### Clock wires, drivers and flops

(6 px per um)
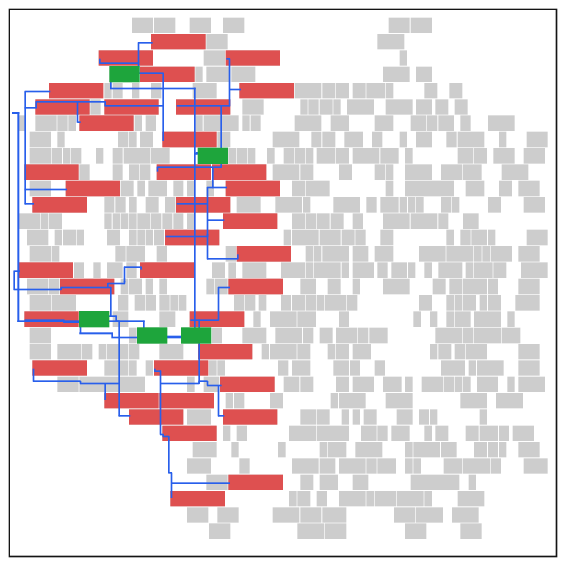
### Metal layers overlaid

(6 px per um) Two of the layers only.
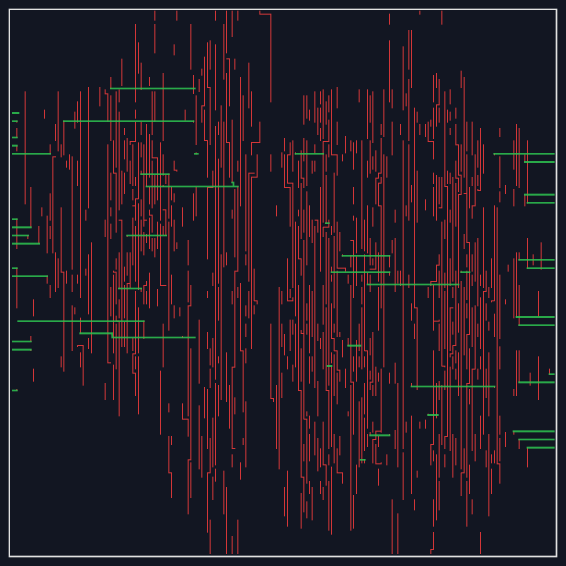
### PDN straps and rails

(4 px per um) Pins as bars on the die edge.
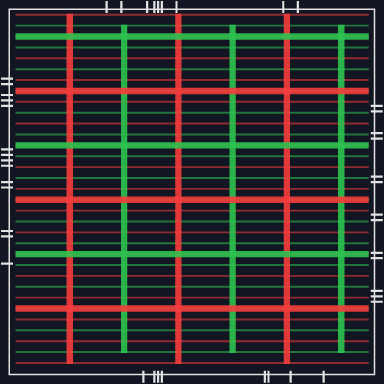
### Placement density heat map

(3 px per um) 9 x 9 tiles, from white (low) to dark blue (high), 0 to 100% covered.
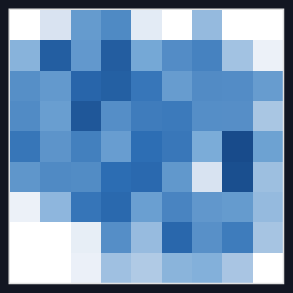
### src/rtl/bitwise_logic_unit.sv
// -----------------------------------------------------------------------------
// bitwise_logic_unit
//
// Registered two-operand bitwise logic unit. Eight run-time selectable ops,
// one-shot beats or multi-beat folds (reductions), and a single-entry output
// register with valid/ready handshakes on both sides.
//
// Ports:
//   clk, rst_n            rising-edge clock, asynchronous active-low reset
//   in_valid / in_ready   input handshake; beat accepted when both are high
//   in_a, in_b            operands (WIDTH bits)
//   in_op                 op select: AND OR XOR NAND NOR XNOR ANDN PASS
//   in_acc                1 = beat starts/continues a fold, 0 = one-shot
//   in_last               final beat of a fold
//   out_valid / out_ready output handshake; result taken when both are high
//   out_z                 result (WIDTH bits)
//   out_zero              out_z == 0
//   out_count             beats folded into the result, saturating at 255
// -----------------------------------------------------------------------------
module bitwise_logic_unit #(
  parameter int WIDTH = 8
) (
  input  logic             clk,
  input  logic             rst_n,
  input  logic             in_valid,
  output logic             in_ready,
  input  logic [WIDTH-1:0] in_a,
  input  logic [WIDTH-1:0] in_b,
  input  logic [2:0]       in_op,
  input  logic             in_acc,
  input  logic             in_last,
  output logic             out_valid,
  input  logic             out_ready,
  output logic [WIDTH-1:0] out_z,
  output logic             out_zero,
  output logic [7:0]       out_count
);

  typedef enum logic [2:0] {
    OP_AND  = 3'b000,
    OP_OR   = 3'b001,
    OP_XOR  = 3'b010,
    OP_NAND = 3'b011,
    OP_NOR  = 3'b100,
    OP_XNOR = 3'b101,
    OP_ANDN = 3'b110,
    OP_PASS = 3'b111
  } op_e;

  typedef enum logic {
    ST_IDLE = 1'b0,
    ST_FOLD = 1'b1
  } state_e;

  function automatic logic [WIDTH-1:0] apply_op(input op_e op,
                                                input logic [WIDTH-1:0] x,
                                                input logic [WIDTH-1:0] y);
    logic [WIDTH-1:0] r;
    r = '0;
    case (op)
      OP_AND:  r = x & y;
      OP_OR:   r = x | y;
      OP_XOR:  r = x ^ y;
      OP_NAND: r = ~(x & y);
      OP_NOR:  r = ~(x | y);
      OP_XNOR: r = ~(x ^ y);
      OP_ANDN: r = x & ~y;
      OP_PASS: r = x;
      default: r = x;
    endcase
    return r;
  endfunction

  state_e           state_q,     state_d;
  op_e              op_q,        op_d;
  logic [WIDTH-1:0] acc_q,       acc_d;
  logic [7:0]       cnt_q,       cnt_d;
  logic             out_valid_q, out_valid_d;
  logic [WIDTH-1:0] out_z_q,     out_z_d;
  logic             out_zero_q,  out_zero_d;
  logic [7:0]       out_count_q, out_count_d;

  logic             accept;
  logic             take;
  logic             load_out;
  logic [WIDTH-1:0] res;
  logic [7:0]       cnt_inc;

  // A new beat may enter whenever the output slot is empty or is being
  // drained on this same edge, so results are never dropped or reordered.
  assign in_ready = !out_valid_q || out_ready;
  assign accept   = in_valid && in_ready;
  assign take     = out_valid_q && out_ready;
  assign cnt_inc  = (cnt_q == 8'hFF) ? 8'hFF : cnt_q + 8'd1;

  always_comb begin
    // NOTE: every signal assigned here gets a default first so no path
    // leaves it unassigned, which would otherwise infer a latch.
    state_d     = state_q;
    op_d        = op_q;
    acc_d       = acc_q;
    cnt_d       = cnt_q;
    load_out    = 1'b0;
    res         = '0;
    out_z_d     = out_z_q;
    out_zero_d  = out_zero_q;
    out_count_d = out_count_q;

    if (accept) begin
      if (state_q == ST_IDLE) begin
        res = apply_op(op_e'(in_op), in_a, in_b);
        if (!in_acc) begin
          load_out    = 1'b1;
          out_count_d = 8'd1;
        end else begin
          op_d  = op_e'(in_op);
          acc_d = res;
          cnt_d = 8'd1;
          if (in_last) begin
            load_out    = 1'b1;
            out_count_d = 8'd1;
          end else begin
            state_d = ST_FOLD;
          end
        end
      end else begin
        // Fold continuation: the running value replaces operand A's role and
        // in_a supplies the new operand; in_b/in_op/in_acc are don't-cares.
        res   = apply_op(op_q, acc_q, in_a);
        acc_d = res;
        cnt_d = cnt_inc;
        if (in_last) begin
          load_out    = 1'b1;
          out_count_d = cnt_inc;
          state_d     = ST_IDLE;
        end
      end
    end

    if (load_out) begin
      out_z_d    = res;
      out_zero_d = (res == '0);
    end

    // A load on the same edge as a take keeps the slot full with new data.
    out_valid_d = load_out ? 1'b1 : (take ? 1'b0 : out_valid_q);
  end

  // NOTE: sequential state uses non-blocking assignments so every flop
  // samples its _d value from before the edge, independent of block order.
  always_ff @(posedge clk or negedge rst_n) begin
    if (!rst_n) begin
      state_q     <= ST_IDLE;
      op_q        <= OP_AND;
      acc_q       <= '0;
      cnt_q       <= '0;
      out_valid_q <= 1'b0;
      out_z_q     <= '0;
      out_zero_q  <= 1'b0;
      out_count_q <= '0;
    end else begin
      state_q     <= state_d;
      op_q        <= op_d;
      acc_q       <= acc_d;
      cnt_q       <= cnt_d;
      out_valid_q <= out_valid_d;
      out_z_q     <= out_z_d;
      out_zero_q  <= out_zero_d;
      out_count_q <= out_count_d;
    end
  end

  assign out_valid = out_valid_q;
  assign out_z     = out_z_q;
  assign out_zero  = out_zero_q;
  assign out_count = out_count_q;

endmodule

### config.mk
export PLATFORM = sky130hd
export DESIGN_NAME = bitwise_logic_unit
export DESIGN_NICKNAME = d
export VERILOG_FILES = /design/src/rtl/bitwise_logic_unit.sv
export SDC_FILE = /design/constraint.sdc
export NUM_CORES = 1
export LEC_CHECK = 0
export CORE_UTILIZATION = 45
export CTS_CLUSTER_DIAMETER = 30
export DETAILED_ROUTE_END_ITERATION = 12
export GPL_TIMING_DRIVEN = 0
export MAX_ROUTING_LAYER = met4
export PLACE_DENSITY = 0.72
export RECOVER_POWER = 25
export SKIP_LAST_GASP = 1
export SYNTH_ARGS = -nofsm -noshare
export SYNTH_HDL_FRONTEND = slang
export SYNTH_SLANG_ARGS = --single-unit
### constraint.sdc
create_clock -name clk -period 3.35 [get_ports clk]
set_input_delay 0.67 -clock clk [delete_from_list [all_inputs] [get_ports clk]]
set_output_delay 0.67 -clock clk [all_outputs]
set_load 0.02 [all_outputs]
==> deck_impl_summary.md <==
Implementation Results

Status
  • Status: finished, violations left
  • Violated checks: max-capacitance violations, max-slew violations

Timing
  • Post-layout period usage: 95.33%
  • Number of failing hold endpoints at the final stage: 0
  • Worst relative slew slack: -32.52%
  • Clock tree skew after final layout: 0.003614 ns
  • Setup slack after layout: 0.1565 ns
  • Worst slew pin tran: 1.988 ns
  • Final max-slew violation count: 39
  • Upper clock frequency limit: 0.3131 GHz

Route
  • Post-route met1 wirelength: 4.023 mm
  • Met2 routed WL: 4.220 mm
  • DR vias/cell: 5.532
  • Detailed route wirelength on metal3: 270 um
  • DRC violation total after the first TritonRoute iteration: 196
  • Uppermost layer routed: met4
  • Post-route DRC: 0

Synth
  • EDFF count, synth: 0
  • Yosys cell count: 416
  • Synth Cell Area: 3561 sq um
  • Largest area contributor in the synthesized netlist: sky130_fd_sc_hd__dfrtp_1
  • Tally of unique sky130hd cells used after synthesis: 56
  • Yosys warns: 0
  • Area contributors post-synth: sky130_fd_sc_hd__dfrtp_1 27%, sky130_fd_sc_hd__ha_1 17%, sky130_fd_sc_hd__o21ai_0 4.5%
  • Main flop type after synthesis: sky130_fd_sc_hd__dfrtp_1
  • Floorplan net count: 490
  • Post-synth regs: 38
  • Count leader, synth: sky130_fd_sc_hd__ha_1

Clock network
  • Clock buffer depth: 2
  • Later-pin clock latency in the skew report: 0.29 ns
  • Depth of the CTS H-tree: 2
  • Post CTS Setup Buffer Count: 0
  • CTS tree: done
  • Post-cts repair resize count: 0
  • CTS Buf Count: 5

Placed design
  • Pre-CTS setup slack: -0.1188 ns
  • Placed cell count: 560

Hold path
  • Hold worst-path end: out_zero
  • Min-delay worst type: reg -> reg
  • Startpoint of the worst hold path: out_zero

Global routing
  • Met3 GRT Util: 2.094%
  • Vias in the first global route: 3186
  • Antenna violations before repair: 0
  • GR met2 Demand/Resource: 38.89%

Pwr
  • Pwr dens: 561.7 nW/um^2
  • Switching Fraction: 40.52%
  • Total power after layout: 2.364 mW

Setup path
  • Sort of element at the start of the critical path: primary input
  • Reg2Reg Capture Point: out_z[6]
  • Cell type of the slowest stage on the worst timing path: sky130_fd_sc_hd__clkdlybuf4s50_1
  • Worst setup path startpoint: in_a[7]
  • Worst Reg2Reg Path Length in Cells: 5
  • Register-to-register setup slack: 0.84 ns
  • Worst Path Arrival: 3.38 ns

Floorplan
  • # IOs: 44
  • Tapcells: 102
  • Area enclosed by the die boundary: 8273 sq um

Layout
  • Number of non-clock buffers in the layout: 67
  • Relative area change from synthesis to final layout: 18.20%
  • Final #Nets: 539
  • Most numerous logic cells after layout: 49 x sky130_fd_sc_hd__ha_1, 41 x sky130_fd_sc_hd__clkdlybuf4s50_1, 38 x sky130_fd_sc_hd__dfrtp_1, 33 x sky130_fd_sc_hd__inv_1
  • Multi-input gate share of the layout cell area: 55.29%
  • Most frequent logic cell in the layout: sky130_fd_sc_hd__ha_1
  • Inverters: 35
  • Share of layout cells above drive strength 1: 9.657%
  • Multi-input logic cell count: 318
  • Clk_buf instances: 7

Run
  • Number of max-capacitance violations reported: 1
-- 'Clock wires, drivers and flops' (at the start) --
Key: blue = clock wires [length 476 um]; red = flip-flops [count 38]; green = cells driving clock nets [count 5]
There are 6 routed clock nets.

-- 'Metal layers overlaid' (at the start) --
Key: red = met2 [wire length 4220 um]; green = met3 [wire length 271 um]
post-DR wirelength/cell: 15.24 um
via count: 3142
global-route usage over all layers: 22.67%
Total Wirelength: 8.655 mm

-- 'PDN straps and rails' (at the start) --
Key: red = VSS; green = VDD
6 straps on met5. The core has 32 rows. 6 straps on met4. 33 met1 rails follow the rows. 44 signal pins sit on the boundary.
IR drop worst, VDD: 0.0004630 V
Core Footprint: 7687 sq um
die extent in x: 90.96 um
height of the die: 90.96 um

-- 'Placement density heat map' (at the start) --
11% of the tiles are nearly empty. The emptiest ninth of the die: south-west. 15% of the tiles are over 75% full. The fullest tile reaches 89%. The mean over all tiles is 49%.
share of the core filled with cells: 54.75%
fp util: 46.32%

## logic make-up (layout without fill, tap and decap cells)
group | Yosys count | after routing | share of synthesized area [%]
compound gates | 111 | 111 | 20.77
xor+xnor | 2 | 2 | 0.4920
simple gates | 135 | 135 | 19.85
mux | 21 | 21 | 7.027
fa+ha+maj | 49 | 49 | 17.22
buf+inv | 60 | 110 | 7.941
flops | 38 | 38 | 26.70
## power groups by stage
| stage | clock, mW | combinational (mW) | sequential, mW |
|---|---|---|---|
| finish | 0.375 | 1.27 | 0.722 |
| global route | 0.402 | 1.40 | 0.743 |
| CTS | 0.385 | 1.26 | 0.721 |
| detailed placement | 0 | 1.26 | 0.728 |
| global placement | 0 | 1.22 | 0.721 |
| floorplan | 0 | 0.776 | 0.791 |
No activity file was given, so power comes from the tool's default toggle rates.
